--- config.mk ---
export PLATFORM = sky130hd
export DESIGN_NAME = bmult14x14_acc
export DESIGN_NICKNAME = d
export VERILOG_FILES = /design/src/rtl/bmult14x14_acc.sv
export SDC_FILE = /design/constraint.sdc
export NUM_CORES = 1
export LEC_CHECK = 0
export CAP_MARGIN = 5
export CORE_ASPECT_RATIO = 0.8
export CORE_MARGIN = 4
export CORE_UTILIZATION = 54
export DETAILED_ROUTE_END_ITERATION = 16
export HOLD_SLACK_MARGIN = 0.02
export PLACE_DENSITY_LB_ADDON = 0.1
export RECOVER_POWER = 25
export SYNTH_ARGS = -nofsm -noshare
export SYNTH_HDL_FRONTEND = slang
export SYNTH_SLANG_ARGS = --single-unit
--- constraint.sdc ---
create_clock -name clk -period 5.9 [get_ports clk]
set_input_delay 0.59 -clock clk [delete_from_list [all_inputs] [get_ports clk]]
set_output_delay 0.59 -clock clk [all_outputs]
set_load 0.02 [all_outputs]
--- src/rtl/bmult14x14_acc.sv ---
// Accumulator behind the fixed-latency 14x14 multiplier: tags each issued pair through a
// matching delay line, sums returned products per group, and queues finished groups in a 2-deep FIFO.
module bmult14x14_acc #(
    parameter int LAT   = 2,
    parameter int ACC_W = 36,
    parameter int CNT_W = 9
) (
    input  logic             clk,
    input  logic             rst,
    input  logic             op_valid,
    output logic             op_ready,
    input  logic [13:0]      op_a,
    input  logic [13:0]      op_b,
    input  logic             op_last,
    output logic [13:0]      mul_a,
    output logic [13:0]      mul_b,
    input  logic [27:0]      mul_p,
    output logic             out_valid,
    input  logic             out_ready,
    output logic [ACC_W-1:0] out_sum,
    output logic [CNT_W-1:0] out_len,
    output logic             out_ovf
);

    logic             accept;
    logic             al_valid;
    logic             al_last;
    logic             push;
    logic             pop;

    logic             dl_valid [LAT];
    logic             dl_last  [LAT];

    logic [ACC_W-1:0] acc;
    logic [CNT_W-1:0] len;
    logic             ovf;
    logic             first;

    logic [ACC_W-1:0] acc_base;
    logic [ACC_W:0]   sum_ext;
    logic [ACC_W-1:0] acc_next;
    logic [CNT_W-1:0] len_next;
    logic             ovf_next;

    logic [ACC_W-1:0] fifo_sum [2];
    logic [CNT_W-1:0] fifo_len [2];
    logic             fifo_ovf [2];
    logic             wr_ptr;
    logic             rd_ptr;
    logic [1:0]       count;
    logic [1:0]       lif;

    assign mul_a  = op_a;
    assign mul_b  = op_b;
    assign accept = op_valid & op_ready;

    // Credits cover both queued results and lasts still inside the multiplier, so a push never overflows.
    assign op_ready = ({1'b0, count} + {1'b0, lif}) < 3'd2;

    assign al_valid = dl_valid[LAT-1];
    assign al_last  = dl_last[LAT-1];
    assign push     = al_valid & al_last;
    assign pop      = out_valid & out_ready;

    assign out_valid = (count != 2'd0);
    assign out_sum   = fifo_sum[rd_ptr];
    assign out_len   = fifo_len[rd_ptr];
    assign out_ovf   = fifo_ovf[rd_ptr];

    always_ff @(posedge clk or posedge rst) begin
        if (rst) begin
            for (int i = 0; i < LAT; i++) begin
                dl_valid[i] <= 1'b0;
                dl_last[i]  <= 1'b0;
            end
        end else begin
            for (int i = LAT - 1; i > 0; i--) begin
                dl_valid[i] <= dl_valid[i-1];
                dl_last[i]  <= dl_last[i-1];
            end
            dl_valid[0] <= accept;
            dl_last[0]  <= accept & op_last;
        end
    end

    always_comb begin
        acc_base = first ? '0 : acc;
        sum_ext  = {1'b0, acc_base} + {{(ACC_W + 1 - 28){1'b0}}, mul_p};
        acc_next = sum_ext[ACC_W-1:0];
        len_next = (first ? '0 : len) + CNT_W'(1);
        ovf_next = (~first & ovf) | sum_ext[ACC_W];
    end

    always_ff @(posedge clk or posedge rst) begin
        if (rst) begin
            acc   <= '0;
            len   <= '0;
            ovf   <= 1'b0;
            first <= 1'b1;
        end else if (al_valid) begin
            acc   <= acc_next;
            len   <= len_next;
            ovf   <= ovf_next;
            first <= al_last;
        end
    end

    always_ff @(posedge clk or posedge rst) begin
        if (rst) begin
            lif <= 2'd0;
        end else begin
            case ({accept & op_last, push})
                2'b10:   lif <= lif + 2'd1;
                2'b01:   lif <= lif - 2'd1;
                default: lif <= lif;
            endcase
        end
    end

    always_ff @(posedge clk or posedge rst) begin
        if (rst) begin
            for (int i = 0; i < 2; i++) begin
                fifo_sum[i] <= '0;
                fifo_len[i] <= '0;
                fifo_ovf[i] <= 1'b0;
            end
            wr_ptr <= 1'b0;
            rd_ptr <= 1'b0;
            count  <= 2'd0;
        end else begin
            if (push) begin
                fifo_sum[wr_ptr] <= acc_next;
                fifo_len[wr_ptr] <= len_next;
                fifo_ovf[wr_ptr] <= ovf_next;
                wr_ptr           <= ~wr_ptr;
            end
            if (pop) begin
                rd_ptr <= ~rd_ptr;
            end
            case ({push, pop})
                2'b10:   count <= count + 2'd1;
                2'b01:   count <= count - 2'd1;
                default: count <= count;
            endcase
        end
    end

endmodule
Run 1, cell classes on the final placement:
Scale bar: 50 um. Fill, decap, tap and diode cells in grey.
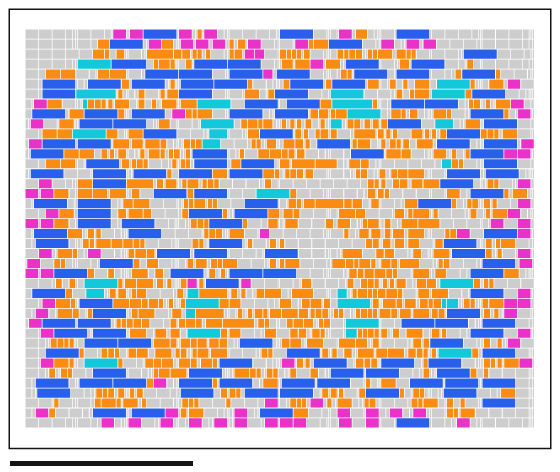
| colour | class | cells |
|---|---|---|
| blue | sequential cells | 149 |
| cyan | clock drivers and dummy loads | 32 |
| magenta | remaining buffers and delay cells | 86 |
| orange | combinational and other logic | 654 |

Run 1, placement density heat map:
15 x 12 tiles, from black (low) to pale yellow (high), 0 to 100% covered.
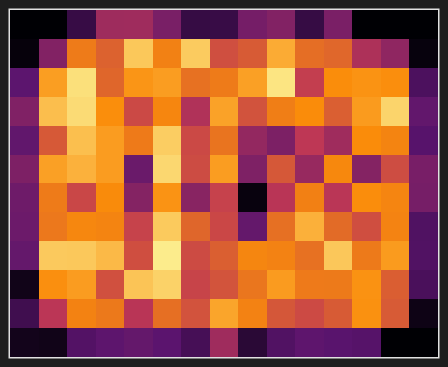
tiles over 75% full: 26%
mean over tiles: 54%
nearly empty tiles: 4.4%

==> flow_metrics.rpt, run 1 <==
=== SYNTHESIS / PLACE & ROUTE SUMMARY ===
----------------------------------------------------
[Floorplanning]
  Number of top-level pins ........................ 137
  Placement Rows ........................ 40
  Horizontal die dimension ........................ 147 um
  Init Core Util ........................ 55.5%
  Chip area ........................ 17600 sq um

[Cells and area]
  Area of the multi-input gates ........................ 4190 sq um
  # diodes ........................ 0
  Most common logic cell in the routed design ........................ dfrtp_1
  Final Instance Area ........................ 9720 sq um

[Final timing]
  Final worst path period need ........................ 3.82 ns
  Final worst-path setup slack ........................ 2.08 ns
  Slew Viols, Final ........................ 90
  Headroom to the max-slew limit ........................ -158%
  Transition time at the pin with the least slew margin ........................ 3.85 ns
  Post-layout period usage ........................ 64.8%

[Routing]
  Detailed-routed wire length on met2 ........................ 9.23 mm
  DR vias ........................ 6397
  Highest routed layer ........................ met4
  Total DRC errors in the routed layout ........................ 0
  Initial DRC Count ........................ 427

[Pwr]
  Share of total power in the clock network ........................ 18.5%
  Maximum ir drop on the vdd rail ........................ 0.283 mV
  Internal power ........................ 3.47 mW

[GRT]
  Largest net degree at the start of global routing ........................ 90
  GRT overflow ........................ 0
  GRT Overall Usage ........................ 22.8%
  Vias in the first global route ........................ 6509

[Setup path]
  Setup slack of the worst register-to-register path ........................ 2.38 ns
  R2R Path Start ........................ first
  Worst setup path startpoint ........................ rst

[Clocking]
  Total number of H-tree levels ........................ 4
  Total clock buffers created by CTS ........................ 17
  Max clock buf depth ........................ 2
  Number of hold-repair buffers added at the cts stage ........................ 0
  Number of sinks handled by clock tree synthesis ........................ 149

[Place]
  Hpwl dp ........................ 13.2 mm
  Port bufs ........................ 80
  Post-placement cell area ........................ 9120 sq um

[Synthesis]
  Main flop type ........................ dfrtp_1
  Number of warnings issued by yosys ........................ 0
  Count of instantiated cells in the yosys netlist ........................ 875
  Portion of synthesized cell area occupied by the leading cell type ........................ 44.1%
  Count of flip-flops with a built-in enable after synthesis ........................ 0

[Hold path]
  Endpoint, Worst Hold ........................ al_last
  Depth of the worst hold-timing path ........................ 0

[Run status]
  Run status ........................ finished with violations
  Violated checks ........................ capacitance limit, slew limit

[Flow run]
  Count of maximum capacitance violations ........................ 1

----------------------------------------------------
Run 1, signal wires by layer:
Scale bar: 50 um. Only two layers are drawn.
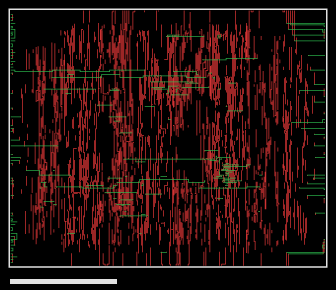
| colour | layer | wire length |
|---|---|---|
| red | metal 2 | 9230 um |
| green | metal 3 | 1070 um |

-- run 1: per-stage QoR --
step | instances | utilization (%) | power (mW) | hold WS, ns
after detailed placement | 1099 | 60.3 | 4.88 | 0.335
after CTS | 1131 | 64.3 | 6.03 | 0.349
final | 1131 | 64.3 | 6.01 | 0.348
after floorplan | 875 | - | 3.99 | 0.331
after global placement | 1099 | 60.3 | 4.77 | 0.333
after global routing | 1131 | 64.3 | 6.45 | 0.359
-- run 1: worst max-delay path: stages --
cell           delay [ns]
dlygate4sd3_1        0.54
clkinvlp_2           2.17
buf_4                0.92
-- run 1: power by group through the flow --
stage                     sequential (mW)  combinational (mW)  clock (mW)
after global routing                 1.78                3.50        1.17
after global placement               1.70                3.07           0
final                                1.72                3.17        1.11
after detailed placement             1.74                3.15           0
after CTS                            1.72                3.19        1.12
after floorplan                      1.58                2.41           0
-- run 1: layer usage --
| metal | vias to the layer above | GRT usage [%] |
|---|---|---|
| met2 | 213 | 37.0 |
| met1 | 3069 | 30.6 |
| met4 | 0 | 6.93 |
| li1 | 3063 | - |
| met5 | - | 0 |
| met3 | 52 | 5.55 |
-- run 1: kinds of logic after synthesis --
family	after synthesis	synth area share [%]
compound gates	232	17.5
buf+inv	96	5.68
flops	149	44.5
mux	65	8.67
simple gates	255	13.8
xor+xnor	45	4.79
fa+ha+maj	33	5.10
-- run 1: flip-flops by register name (all words and copies together) (netlist names) --
| register | flops |
|---|---|
| fifo_sum | 72 |
| acc | 36 |
| fifo_len | 18 |
| len | 9 |
| count | 2 |
| fifo_ovf | 2 |
| lif | 2 |
| al_last | 1 |
| al_valid | 1 |
| dl_last | 1 |
| dl_valid | 1 |
| first | 1 |
| ovf | 1 |
| rd_ptr | 1 |
| wr_ptr | 1 |
-- run 1: Yosys cell counts (8+ instances only) --
cell type / instances
nor2_1: 39
dfrtp_1: 148
inv_1: 23
nand3_1: 20
o31ai_1: 12
o21ai_1: 16
mux2_2: 61
a21o_1: 15
xor2_1: 18
clkbuf_1: 38
a21oi_1: 30
buf_4: 28
xnor2_1: 26
a31oi_1: 8
o21ai_0: 107
nand2_1: 141
ha_1: 31
nor2b_1: 29
-- run 1: area by class of cell --
class                      count  share of cell area [%]
tap                          210                    2.70
clock buffer                  23                    5.02
sequential                   149                    38.4
clock inverter                 9                    1.21
timing repair buffer          86                    8.70
multi-input combinational    630                    43.1
inverter                      24                   0.940
-- run 1: how the worst max path moves through the flow --
stage,end,depth (start not counted),slack [ns]
after detailed placement,fifo_sum[70],11,2.43
after global routing,fifo_sum[63],3,1.35
final,fifo_sum[63],3,2.08
after global placement,fifo_sum[60],11,2.51
after floorplan,acc[0],1,1.30
after CTS,fifo_sum[35],9,2.42
==> inputs of run 2 (changes only) <==
- clock period: 5.9 -> 3.8 ns (I/O delays scaled with it)
Run 2, cell classes on the final placement:
Scale bar: 50 um. Fill, decap, tap and diode cells in grey.
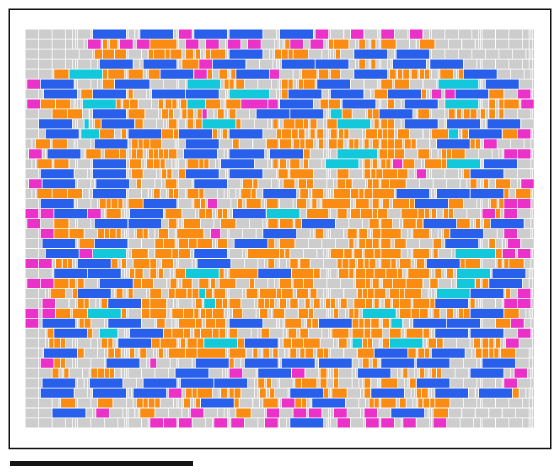
| colour | class | cells |
|---|---|---|
| magenta | remaining buffers and delay cells | 91 |
| cyan | clock drivers and dummy loads | 32 |
| blue | sequential cells | 149 |
| orange | combinational and other logic | 654 |

Run 2, placement density heat map:
15 x 12 tiles, from black (low) to pale yellow (high), 0 to 100% covered.
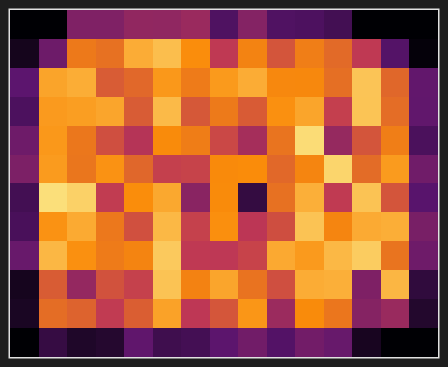
tiles over 75% full: 28%
nearly empty tiles: 5.0%
mean over tiles: 54%
fullest tile: 93%

==> run 2 against run 1 <==
  * Via count grew 0.17%
  * Synthesized cell count stayed put
  * The flow still finishes with violations (capacitance limit, slew limit)
  * Critical path type is now register to register
  * Sequential cell count did not move
  * Clock power grew 66%
  * Total power grew 58%
  * Critical endpoint is now fifo_sum[35]
==> flow_metrics.rpt, run 2 <==
=== SYNTHESIS / PLACE & ROUTE SUMMARY ===
----------------------------------------------------
[Clocking]
  Total clock buffers created by CTS ........................ 17 (unchanged)
  Number of sinks handled by clock tree synthesis ........................ 149 (unchanged)
  Total number of H-tree levels ........................ 4 (unchanged)

[Cells and area]
  Largest Register ........................ fifo_sum
  Flip-flop count of the largest register, all copies and words added ........................ 72 (unchanged)
  Largest registers ........................ fifo_sum: 72 flops, acc: 36 flops, fifo_len: 18 flops
  # diodes ........................ 0 (unchanged)
  Area of the multi-input gates ........................ 4190 sq um (unchanged)

[Setup path]
  CP cell instances ........................ nor2b_1 > ha_1 > nand2_1 > a311oi_1 > nand3_1 > a31oi_2 > nand3_1 > xnor2_1 > o21ai_0
  Delay of the slowest critical-path stage ........................ 0.94 ns (-1.23 ns)
  Cell with the largest stage delay on the worst path ........................ dfstp_2

[Hold path]
  Depth of the worst hold-timing path ........................ 0 (unchanged)

[Floorplanning]
  Number of top-level pins ........................ 137 (unchanged)
  Horizontal die dimension ........................ 147 um (unchanged)

[Final timing]
  Worst Hold Slack ........................ 0.349 ns (+0.000985 ns)
  Headroom to the max-slew limit ........................ -8.37% (+150 points)
  Slew Viols, Final ........................ 102 (+13%)
  Final worst path period need ........................ 3.46 ns
  Transition time at the pin with the least slew margin ........................ 1.62 ns (-2.23 ns)
  Post-layout period usage ........................ 91.1%

[Run status]
  Run status ........................ finished with violations
  Violated checks ........................ capacitance limit, slew limit

[Pwr]
  Total power consumption of the routed design ........................ 9.48 mW (+58%)

[Place]
  Port bufs ........................ 80 (unchanged)
  Hpwl dp ........................ 13.7 mm (+4.2%)

[Synthesis]
  Most frequently used cell type in the post-synthesis netlist ........................ dfrtp_1
  Most common library cells after synthesis ........................ 148 x dfrtp_1, 141 x nand2_1, 107 x o21ai_0, 61 x mux2_2, 39 x nor2_1
  Portion of synthesized cell area occupied by the leading cell type ........................ 44.1% (unchanged)
  Main flop type ........................ dfrtp_1
  Count of flip-flops with a built-in enable after synthesis ........................ 0 (unchanged)
  Count of instantiated cells in the yosys netlist ........................ 875 (unchanged)

[GRT]
  GRT overflow ........................ 0 (unchanged)
  Met3 Resource Use GR ........................ 5.33% (-0.23 points)
  Most Used Layer, Global Route ........................ met2
  Largest net degree at the start of global routing ........................ 66 (-27%)
  GRT Overall Usage ........................ 22.4% (-0.45 points)

[Flow run]
  Count of maximum capacitance violations ........................ 2 (+1)

[Routing]
  Initial DRC Count ........................ 497 (+16%)
  Total DRC errors in the routed layout ........................ 0 (unchanged)
  DR vias ........................ 6408 (+0.17%)

----------------------------------------------------
run 2: critical path, delay by kind of cell, from the launching register on:
kind,cells,cell delay [ns]
flip-flops,1,0.94
XOR/XNOR,1,0.34
AND-OR/OR-AND,3,0.92
adder cells (fa/ha/maj),1,0.46
AND/OR/NAND/NOR,4,0.67
run 2: cell type report:
type                            count  area share [%]
Clock buffer                       22            4.94
Clock inverter                     10            1.70
Sequential cell                   149            38.0
Multi-Input combinational cell    630            42.7
Tap cell                          210            2.68
Timing Repair Buffer               91            9.07
Inverter                           24           0.931
run 2: cells by family after synthesis:
family	Yosys count	share of synthesized area, %
flops	149	44.5
buf+inv	96	5.68
xor+xnor	45	4.79
compound gates	232	17.5
simple gates	255	13.8
mux	65	8.67
fa+ha+maj	33	5.10
run 2: through the flow:
step / area, sq um / util, % / cells / setup WS (ns)
after global routing: 9810 / 64.9 / 1136 / 0.0125
after floorplan: 8390 / - / 875 / 0.643
after CTS: 9830 / 65.0 / 1136 / 0.333
final: 9810 / 64.9 / 1136 / 0.337
after global placement: 9180 / 60.7 / 1104 / 0.484
after detailed placement: 9180 / 60.7 / 1104 / 0.392
run 2: path summary, 6_finish.rpt:
path,startpoint,slack [ns],end
hold reg to reg,dl_valid[1],0.35,al_valid
max in group asynchronous,rst,0.85,fifo_sum[53]
min in group asynchronous,rst,0.78,fifo_sum[19]
setup / recovery,first,0.34,fifo_sum[35]
setup reg to reg,first,0.34,fifo_sum[35]
hold / removal,dl_valid[1],0.35,al_valid
run 2: report_power, final:
part           internal (mW)  switching (mW)
sequential              2.20           0.423
combinational           2.16            2.85
clock                   1.17           0.671
total                   5.54            3.95
run 2: metal layers:
layer | share of wire, % | routed length (um)
met5 | 0 | 0
met2 | 47 | 8990
met3 | 5.0 | 954
met1 | 46 | 8880
met4 | 2.1 | 412
==> inputs of run 3 (changes only) <==
--- a/config.mk
+++ b/config.mk
@@ -12,2 +12,3 @@
 export DETAILED_ROUTE_END_ITERATION = 16
+export GPL_TIMING_DRIVEN = 0
 export HOLD_SLACK_MARGIN = 0.02
--- a/constraint.sdc
+++ b/constraint.sdc
@@ -3,2 +3,2 @@
 set_output_delay 0.38 -clock clk [all_outputs]
-set_load 0.02 [all_outputs]
+set_load 0.005 [all_outputs]
Run 3, routing congestion:
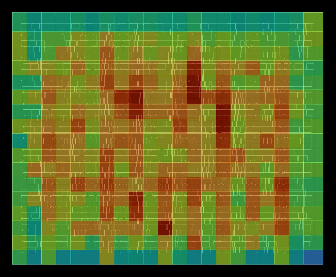
met1 Usage GRT: 35.9%
final standard cell utilization of the core: 68.7%
WL/cell: 17.3 um

Run 3, cell classes on the final placement:
Scale bar: 50 um. Fill, decap, tap and diode cells in grey.
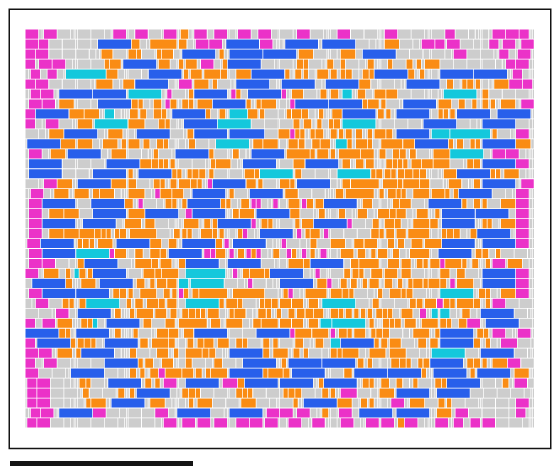
| colour | class | cells |
|---|---|---|
| magenta | remaining buffers and delay cells | 182 |
| cyan | clock drivers and dummy loads | 32 |
| orange | combinational and other logic | 654 |
| blue | sequential cells | 149 |

==> run 3 against run 2 <==
  * The flow still finishes with violations (capacitance limit, slew limit)
  * Hold slack improved by 0.00080 ns
  * Critical path depth up 2
  * Area after synthesis did not move
  * Sequential share of layout area shrank 2.1 points
  * Via count is 6.2% higher
  * Wire length grew 10%
  * Maximum frequency down 3.7%
  * Sequential power decreased by 3%
  * Largest cell class unchanged
  * Largest power group unchanged
  * Highest routed layer unchanged
==> flow_metrics.rpt, run 3 <==
=== SYNTHESIS / PLACE & ROUTE SUMMARY ===
----------------------------------------------------
[Final timing]
  Post-layout period usage ........................ 94.7% (+3.5 points)
  Headroom to the max-slew limit ........................ -33.5% (-25 points)
  Slew Viols, Final ........................ 121 (+19%)
  Transition time at the pin with the least slew margin ........................ 2.00 ns (+0.386 ns)

[Cells and area]
  # diodes ........................ 0 (unchanged)
  Largest Register ........................ fifo_sum
  Largest registers ........................ fifo_sum: 72 flops, acc: 36 flops, fifo_len: 18 flops

[Place]
  Hpwl dp ........................ 15.4 mm (+12%)
  Post-placement cell area ........................ 9800 sq um (+6.7%)

[Synthesis]
  Count of instantiated cells in the yosys netlist ........................ 875 (unchanged)
  Most frequently used cell type in the post-synthesis netlist ........................ dfrtp_1
  Most common library cells after synthesis ........................ 148 x dfrtp_1, 141 x nand2_1, 107 x o21ai_0, 61 x mux2_2, 39 x nor2_1
  Portion of synthesized cell area occupied by the leading cell type ........................ 44.1% (unchanged)

[Clocking]
  Number of sinks handled by clock tree synthesis ........................ 149 (unchanged)
  Total number of H-tree levels ........................ 4 (unchanged)
  Total clock buffers created by CTS ........................ 17 (unchanged)

[Run status]
  Violated checks ........................ capacitance limit, slew limit
  Run status ........................ finished with violations

[Pwr]
  Total power consumption of the routed design ........................ 9.18 mW (-3.3%)

[GRT]
  GRT overflow ........................ 0 (unchanged)
  GRT Overall Usage ........................ 25.0% (+2.6 points)

[Floorplanning]
  Number of top-level pins ........................ 137 (unchanged)

[Routing]
  Total DRC errors in the routed layout ........................ 0 (unchanged)
  Initial DRC Count ........................ 421 (-15%)

[Flow run]
  Count of maximum capacitance violations ........................ 4 (+2)

----------------------------------------------------
[run 3: cell counts after synthesis]
No cell type changed its count.
[run 3: repair_timing]
item	CTS	global route
setup buffers	0	0
endpoints found under the setup margin	54	13
gates resized	1	5
cloned	0	0
hold endpoints to repair	0	0
[run 3: stage by stage]
step	std cells	setup slack, ns	setup TNS [ns]
after floorplan	875	0.643	0
after global placement	1193	-0.227	-4.67
after CTS	1227	0.167	0
after detailed placement	1196	-0.244	-4.97
after global routing	1227	0.0264	0
final	1227	0.203	0
[run 3: worst max-delay path: stages, from the launching register on]
cell and delay, ns:
dfstp_2 0.72, clkbuf_1 0.47, nor2b_1 0.16, ha_1 0.31, a21o_1 0.12, a21oi_2 0.07
o21a_1 0.26, o311a_4 0.42, o211ai_4 0.35, nand3_1 0.19, xnor2_1 0.25, o21ai_0 0.12
[run 3: layout make-up]
cell class	count	area [sq um]
clock buffer	21	460
buffer	71	387
inverter	24	91.3
sequential	149	3730
multi-input combinational	630	4190
clock inverter	11	150
tap	210	263
fill	1262	4730
timing repair buffer	111	1110
[run 3: final timing paths]
| path | end | slack, ns | start | depth (start not counted) |
|---|---|---|---|---|
| worst max-delay path | fifo_sum[67] | 0.20 | first | 11 |
| worst min-delay path | al_last | 0.35 | dl_last[1] | 0 |
| worst max register to register | fifo_sum[67] | 0.20 | first | 11 |
| worst min register to register | al_last | 0.35 | dl_last[1] | 0 |
| max in group asynchronous | fifo_len[3] | 0.61 | rst | 3 |
| min in group asynchronous | fifo_sum[18] | 0.74 | rst | 2 |
[run 3: cell families (layout without fill, tap and decap cells)]
group / Yosys count / count (layout) / synth area share [%]
DFF: 149 / 149 / 44.5
AOI/OAI and AO/OA: 232 / 232 / 17.5
buffers and inverters: 96 / 238 / 5.68
adders and majority gates: 33 / 33 / 5.10
and+or+nand+nor: 255 / 255 / 13.8
muxes: 65 / 65 / 8.67
xor gates and xnor gates: 45 / 45 / 4.79
[run 3: metal layers]
metal  GRT usage, %  part of all wire [%]  vias up
met5              0                     0        -
met4           6.64                   1.6        0
met3           5.90                   6.3       33
met2           38.3                    45      227
met1           35.9                    47     3293
li1               -                     -     3255
[run 3: power by group]
part	internal [mW]	leakage (nW)	switching (mW)
Sequential	2.20	1.68	0.340
Combinational	2.21	2.68	2.68
Clock	1.07	0.282	0.680
Total	5.48	4.65	3.70
Power and IR drop assume default switching activity.
